===== config.mk =====
export PLATFORM = sky130hd
export DESIGN_NAME = load_store_unit_flat
export DESIGN_NICKNAME = d
export VERILOG_FILES = /design/src/rtl/lsu_pkg.sv /design/src/rtl/load_store_unit_if.sv /design/src/rtl/lsu_extend.sv /design/src/rtl/load_store_unit.sv /design/src/flat_wrapper.sv
export SDC_FILE = /design/constraint.sdc
export NUM_CORES = 1
export LEC_CHECK = 0
export CORE_ASPECT_RATIO = 1.5
export CORE_MARGIN = 10
export CORE_UTILIZATION = 54
export DETAILED_ROUTE_END_ITERATION = 6
export PLACE_DENSITY = 0.95
export SLEW_MARGIN = 5
export SYNTH_ARGS = -nofsm -noshare
export SYNTH_HDL_FRONTEND = slang
export SYNTH_SLANG_ARGS = --single-unit

===== constraint.sdc =====
create_clock -name clk_i -period 4.4 [get_ports clk_i]
set_input_delay 0.88 -clock clk_i [delete_from_list [all_inputs] [get_ports clk_i]]
set_output_delay 0.88 -clock clk_i [all_outputs]
set_load 0.005 [all_outputs]

===== src/rtl/lsu_pkg.sv =====
// Shared types for the load/store unit: size encodings, FSM states and a byte-count helper.
// Sub-word support is selected with LSU_SUBWORD_EN.
package lsu_pkg;

  localparam logic [1:0] LSU_BYTE = 2'b00;
  localparam logic [1:0] LSU_HALF = 2'b01;
  localparam logic [1:0] LSU_WORD = 2'b10;

  typedef enum logic [1:0] {
    IDLE,
    XFER,
    DRAIN,
    DONE
  } lsu_state_t;

  // Encoding 2'b11 is deliberately folded into the word case.
  function automatic logic [2:0] lsu_num_bytes(input logic [1:0] size);
    case (size)
      LSU_BYTE: lsu_num_bytes = 3'd1;
      LSU_HALF: lsu_num_bytes = 3'd2;
      default:  lsu_num_bytes = 3'd4;
    endcase
  endfunction

endpackage


===== src/rtl/load_store_unit_if.sv =====
// Pipeline request/response and byte-memory port of the load/store unit.
// master = pipeline + memory side, slave = the load/store unit.
interface load_store_unit_if #(
  parameter int ADDR_W = 32
);
  logic              req_valid_i;
  logic              req_write_i;
  logic [1:0]        req_size_i;
  logic              req_signed_i;
  logic [ADDR_W-1:0] req_addr_i;
  logic [31:0]       req_wdata_i;
  logic              stall_o;
  logic              rsp_valid_o;
  logic [31:0]       rsp_rdata_o;
  logic              misalign_o;
  logic              mem_en_o;
  logic              mem_we_o;
  logic [ADDR_W-1:0] mem_addr_o;
  logic [7:0]        mem_wdata_o;
  logic [7:0]        mem_rdata_i;

  modport slave (
    input  req_valid_i, req_write_i, req_size_i, req_signed_i, req_addr_i, req_wdata_i,
    input  mem_rdata_i,
    output stall_o, rsp_valid_o, rsp_rdata_o, misalign_o,
    output mem_en_o, mem_we_o, mem_addr_o, mem_wdata_o
  );

  modport master (
    output req_valid_i, req_write_i, req_size_i, req_signed_i, req_addr_i, req_wdata_i,
    output mem_rdata_i,
    input  stall_o, rsp_valid_o, rsp_rdata_o, misalign_o,
    input  mem_en_o, mem_we_o, mem_addr_o, mem_wdata_o
  );
endinterface


===== src/rtl/lsu_extend.sv =====
// Zero/sign extension of an assembled little-endian load word by access size.
// Only instantiated when LSU_SUBWORD_EN is defined.
module lsu_extend
  import lsu_pkg::*;
(
  input  logic [31:0] data_i,
  input  logic [1:0]  size_i,
  input  logic        signed_i,
  output logic [31:0] data_o
);

  always_comb begin
    case (size_i)
      LSU_BYTE: data_o = {{24{signed_i & data_i[7]}}, data_i[7:0]};
      LSU_HALF: data_o = {{16{signed_i & data_i[15]}}, data_i[15:0]};
      default:  data_o = data_i;
    endcase
  end

endmodule


===== src/rtl/load_store_unit.sv =====
// Multi-cycle byte-serial load/store unit between EX/MEM and a byte-wide data memory.
// Define LSU_SUBWORD_EN for byte/halfword accesses with extension; otherwise every access is a word.
module load_store_unit
  import lsu_pkg::*;
#(
  parameter int ADDR_W = 32
) (
  input logic               clk_i,
  input logic               rst_i,
  load_store_unit_if.slave  bus
);

  lsu_state_t        state_q, state_d;
  logic [2:0]        k_q, k_d;
  logic [2:0]        n_q, n_d;
  logic [ADDR_W-1:0] addr_q, addr_d;
  logic [31:0]       wdata_q, wdata_d;
  logic              write_q, write_d;
  logic [31:0]       asm_q, asm_d;
  logic              rsp_valid_q, rsp_valid_d;
  logic              misalign_q, misalign_d;
  logic [31:0]       rsp_rdata_q, rsp_rdata_d;
  logic [31:0]       ext_data;
  logic              accept, misaligned, xfer, capture;
  logic [1:0]        lane;

  assign accept = (state_q == IDLE) && bus.req_valid_i;
  assign xfer   = (state_q == XFER);
  // A read issued with byte index k returns one cycle later, when k has already advanced.
  assign capture = !write_q && ((xfer && (k_q != 3'd0)) || (state_q == DRAIN));
  assign lane    = k_q[1:0] - 2'd1;

`ifdef LSU_SUBWORD_EN
  logic [1:0] size_q, size_d;
  logic       signed_q, signed_d;

  always_comb begin
    case (bus.req_size_i)
      LSU_BYTE: misaligned = 1'b0;
      LSU_HALF: misaligned = bus.req_addr_i[0];
      default:  misaligned = (bus.req_addr_i[1:0] != 2'b00);
    endcase
  end

  lsu_extend u_extend (
    .data_i   (asm_d),
    .size_i   (size_q),
    .signed_i (signed_q),
    .data_o   (ext_data)
  );
`else
  logic unused_cfg;
  assign unused_cfg = ^{bus.req_size_i, bus.req_signed_i};
  assign misaligned = (bus.req_addr_i[1:0] != 2'b00);
  assign ext_data   = asm_d;
`endif

  always_comb begin
    asm_d = asm_q;
    if (accept) begin
      asm_d = '0;
    end else if (capture) begin
      asm_d[{lane, 3'b000} +: 8] = bus.mem_rdata_i;
    end
  end

  always_comb begin
    // NOTE: every always_comb output gets a default first so no path can infer a latch.
    state_d     = state_q;
    k_d         = k_q;
    n_d         = n_q;
    addr_d      = addr_q;
    wdata_d     = wdata_q;
    write_d     = write_q;
    rsp_valid_d = 1'b0;
    misalign_d  = 1'b0;
    rsp_rdata_d = '0;
`ifdef LSU_SUBWORD_EN
    size_d      = size_q;
    signed_d    = signed_q;
`endif
    case (state_q)
      IDLE: begin
        if (bus.req_valid_i) begin
          addr_d     = bus.req_addr_i;
          wdata_d    = bus.req_wdata_i;
          write_d    = bus.req_write_i;
          k_d        = 3'd0;
          misalign_d = misaligned;
          state_d    = misaligned ? DONE : XFER;
`ifdef LSU_SUBWORD_EN
          size_d     = bus.req_size_i;
          signed_d   = bus.req_signed_i;
          n_d        = lsu_num_bytes(bus.req_size_i);
`else
          n_d        = 3'd4;
`endif
        end
      end
      XFER: begin
        k_d = k_q + 3'd1;
        if (k_q == n_q - 3'd1) begin
          state_d     = write_q ? DONE : DRAIN;
          rsp_valid_d = write_q;
        end
      end
      DRAIN: begin
        state_d     = DONE;
        rsp_valid_d = 1'b1;
        rsp_rdata_d = ext_data;
      end
      default: state_d = IDLE;
    endcase
  end

  // NOTE: the assembly register is reset too, so a reset mid-load never leaks stale bytes.
  always_ff @(posedge clk_i or negedge rst_i) begin
    if (!rst_i) begin
      // NOTE: state flops use non-blocking assignments so all of them update from pre-edge values.
      state_q     <= IDLE;
      k_q         <= '0;
      n_q         <= '0;
      addr_q      <= '0;
      wdata_q     <= '0;
      write_q     <= 1'b0;
      asm_q       <= '0;
      rsp_valid_q <= 1'b0;
      misalign_q  <= 1'b0;
      rsp_rdata_q <= '0;
`ifdef LSU_SUBWORD_EN
      size_q      <= LSU_WORD;
      signed_q    <= 1'b0;
`endif
    end else begin
      state_q     <= state_d;
      k_q         <= k_d;
      n_q         <= n_d;
      addr_q      <= addr_d;
      wdata_q     <= wdata_d;
      write_q     <= write_d;
      asm_q       <= asm_d;
      rsp_valid_q <= rsp_valid_d;
      misalign_q  <= misalign_d;
      rsp_rdata_q <= rsp_rdata_d;
`ifdef LSU_SUBWORD_EN
      size_q      <= size_d;
      signed_q    <= signed_d;
`endif
    end
  end

  // Stall is gated by reset so every output reads 0 while reset is held.
  assign bus.stall_o     = rst_i & (accept | xfer | (state_q == DRAIN));
  assign bus.rsp_valid_o = rsp_valid_q;
  assign bus.rsp_rdata_o = rsp_rdata_q;
  assign bus.misalign_o  = misalign_q;
  assign bus.mem_en_o    = xfer;
  assign bus.mem_we_o    = xfer & write_q;
  assign bus.mem_addr_o  = xfer ? addr_q + ADDR_W'(k_q) : '0;
  assign bus.mem_wdata_o = (xfer && write_q) ? wdata_q[{k_q[1:0], 3'b000} +: 8] : 8'h00;

endmodule


===== src/flat_wrapper.sv =====
// flat-port wrapper written by rule: the top's interface ports become plain ports
module load_store_unit_flat import lsu_pkg::*;
#(
  parameter int ADDR_W = 32
)
  (clk_i, rst_i, bus_req_valid_i, bus_req_write_i, bus_req_size_i, bus_req_signed_i, bus_req_addr_i, bus_req_wdata_i, bus_mem_rdata_i, bus_stall_o, bus_rsp_valid_o, bus_rsp_rdata_o, bus_misalign_o, bus_mem_en_o, bus_mem_we_o, bus_mem_addr_o, bus_mem_wdata_o);
  load_store_unit_if #(.ADDR_W(ADDR_W)) bus_i ();
  input logic clk_i;
  input logic rst_i;
  input wire logic [$bits(bus_i.req_valid_i)-1:0] bus_req_valid_i;
  input wire logic [$bits(bus_i.req_write_i)-1:0] bus_req_write_i;
  input wire logic [$bits(bus_i.req_size_i)-1:0] bus_req_size_i;
  input wire logic [$bits(bus_i.req_signed_i)-1:0] bus_req_signed_i;
  input wire logic [$bits(bus_i.req_addr_i)-1:0] bus_req_addr_i;
  input wire logic [$bits(bus_i.req_wdata_i)-1:0] bus_req_wdata_i;
  input wire logic [$bits(bus_i.mem_rdata_i)-1:0] bus_mem_rdata_i;
  output wire logic [$bits(bus_i.stall_o)-1:0] bus_stall_o;
  output wire logic [$bits(bus_i.rsp_valid_o)-1:0] bus_rsp_valid_o;
  output wire logic [$bits(bus_i.rsp_rdata_o)-1:0] bus_rsp_rdata_o;
  output wire logic [$bits(bus_i.misalign_o)-1:0] bus_misalign_o;
  output wire logic [$bits(bus_i.mem_en_o)-1:0] bus_mem_en_o;
  output wire logic [$bits(bus_i.mem_we_o)-1:0] bus_mem_we_o;
  output wire logic [$bits(bus_i.mem_addr_o)-1:0] bus_mem_addr_o;
  output wire logic [$bits(bus_i.mem_wdata_o)-1:0] bus_mem_wdata_o;
  assign bus_i.req_valid_i = bus_req_valid_i;
  assign bus_i.req_write_i = bus_req_write_i;
  assign bus_i.req_size_i = bus_req_size_i;
  assign bus_i.req_signed_i = bus_req_signed_i;
  assign bus_i.req_addr_i = bus_req_addr_i;
  assign bus_i.req_wdata_i = bus_req_wdata_i;
  assign bus_i.mem_rdata_i = bus_mem_rdata_i;
  assign bus_stall_o = bus_i.stall_o;
  assign bus_rsp_valid_o = bus_i.rsp_valid_o;
  assign bus_rsp_rdata_o = bus_i.rsp_rdata_o;
  assign bus_misalign_o = bus_i.misalign_o;
  assign bus_mem_en_o = bus_i.mem_en_o;
  assign bus_mem_we_o = bus_i.mem_we_o;
  assign bus_mem_addr_o = bus_i.mem_addr_o;
  assign bus_mem_wdata_o = bus_i.mem_wdata_o;
  load_store_unit #(.ADDR_W(ADDR_W)) u_core (.clk_i(clk_i), .rst_i(rst_i), .bus(bus_i));
endmodule

==> images/port_nets.png <==
Drawn at 2 px/um.
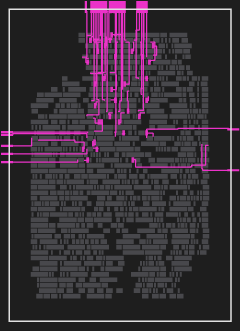
legend:
  magenta:
    port: `bus_req_wdata_i`
    bits: 32
    direction: input
    edge: 25 top, 5 left, 2 right
    end_cells: 32
    buffers: 32
    wire: 1,310 um

==> images/gate_families.png <==
Drawn at 3 px/um.
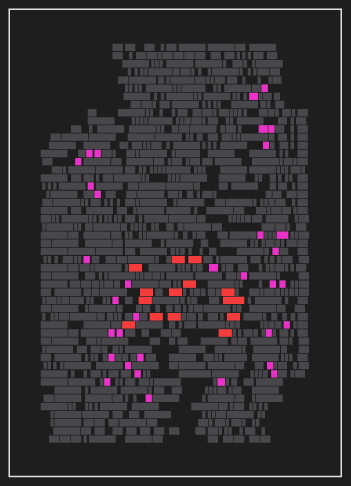
legend:
  red:
    family: adder and majority cells
    cells: 14
    most_used: ha_1
    where: centre
  magenta:
    family: AND and OR gates
    cells: 34
    most_used: and2_1

==> images/drive_strength.png <==
Drawn at 3 px/um.
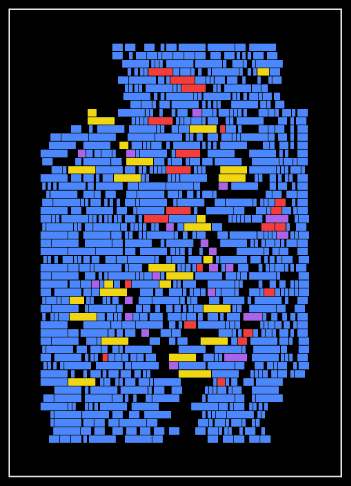
legend:
  blue:
    size: drive 1 or less
    cells: 802
    share: 92%
  purple:
    size: drive 3 to 4
    cells: 20
    share: 2.3%
  yellow:
    size: drive 6 and up
    cells: 26
    share: 3.0%
  red:
    size: drive 2
    cells: 21
    share: 2.4%

==> impl_metrics.env <==
# yosys + openroad results
export IMPL_outcome="complete, no violations"
export IMPL_power_density_mw_per_mm2=599
export IMPL_p_int_mw=3.34
export IMPL_fmax_mhz=243
export IMPL_fin_area_mm2=0.00883
export IMPL_pg_comb_mw=1.98
export IMPL_synthXorXnorAreaFrac_pct=3.59
export IMPL_synthAoiAreaFrac_pct=2.83
export IMPL_viasPerCell=5.28
export IMPL_die_x_um=110
export IMPL_mostFrequentLayoutCells="nand2_1 (214), clkdlybuf4s50_1 (151), dfrtp_1 (137)"
export IMPL_crit_end="bus_mem_addr_o[26]"
export IMPL_sh_seq_area_pct=38.8
export IMPL_fin_ws_ps=289
export IMPL_stdcell_count=1023
export IMPL_synth_area_top_cells="dfrtp_1 (52%), nand2_1 (12%), nor2_1 (6.0%)"
export IMPL_routed_wl_met2_mm=9.59
export IMPL_combPwrFrac_pct=37.5
export IMPL_place_congestion=0.921
export IMPL_p_clk_mw=1.37
export IMPL_logic_area_mm2=0.00299
export IMPL_cp_end_kind="output port"
export IMPL_cp_required_ps=3520
export IMPL_tritoncts="built"
export IMPL_busiest_layer="met2"
export IMPL_cts_sinks=137
export IMPL_ff_count=137
export IMPL_edf_count=0
export IMPL_syn_inst=708
export IMPL_yosys_cells=708
export IMPL_ctsRootBufferMaster="clkbuf_16"
export IMPL_n_all_inverters=10
export IMPL_syn_area_mm2=0.00659
export IMPL_dominantRegCellSynth="dfrtp_1"
export IMPL_cts_resized_gates=0
export IMPL_grt_first_pass_wirelength_mm=28.5
export IMPL_dpl_cell_area_mm2=0.00825
export IMPL_pin_count=156
export IMPL_hold_viol_final=0
export IMPL_whs_ps=402
export IMPL_syn_avg_cell_area_um2=9.30
export IMPL_place_ws_ps=758
export IMPL_die_area_mm2=0.0171
export IMPL_grt_pass1_vias=5694
export IMPL_r2r_start="u_core.state_q[1]"
export IMPL_cp_startpoint="u_core.k_q[0]"
export IMPL_tapCellCount=153
export IMPL_worstPathCellList="ha_1 > inv_1 > fa_1 > nand2b_1 > a21oi_1 > nand4_1 > xor2_1 > nor2_1 > clkdlybuf4s50_1"
export IMPL_comb_cells=528
export IMPL_routedWlPerCell_um=17.5
export IMPL_path_clk_slew_ps=60
export IMPL_antenna_found_initial=1
export IMPL_grtUsageMet3_pct=6.62
export IMPL_rows=49
export IMPL_yosys_warnings=0
export IMPL_dr_pass1_iters=5
export IMPL_log_warning_count=39
export IMPL_critPathMaxStageDelay_ps=610
export IMPL_setup_tns_ps=0
export IMPL_place_hpwl_mm=12.7
export IMPL_slowest_stage="a21oi_1"
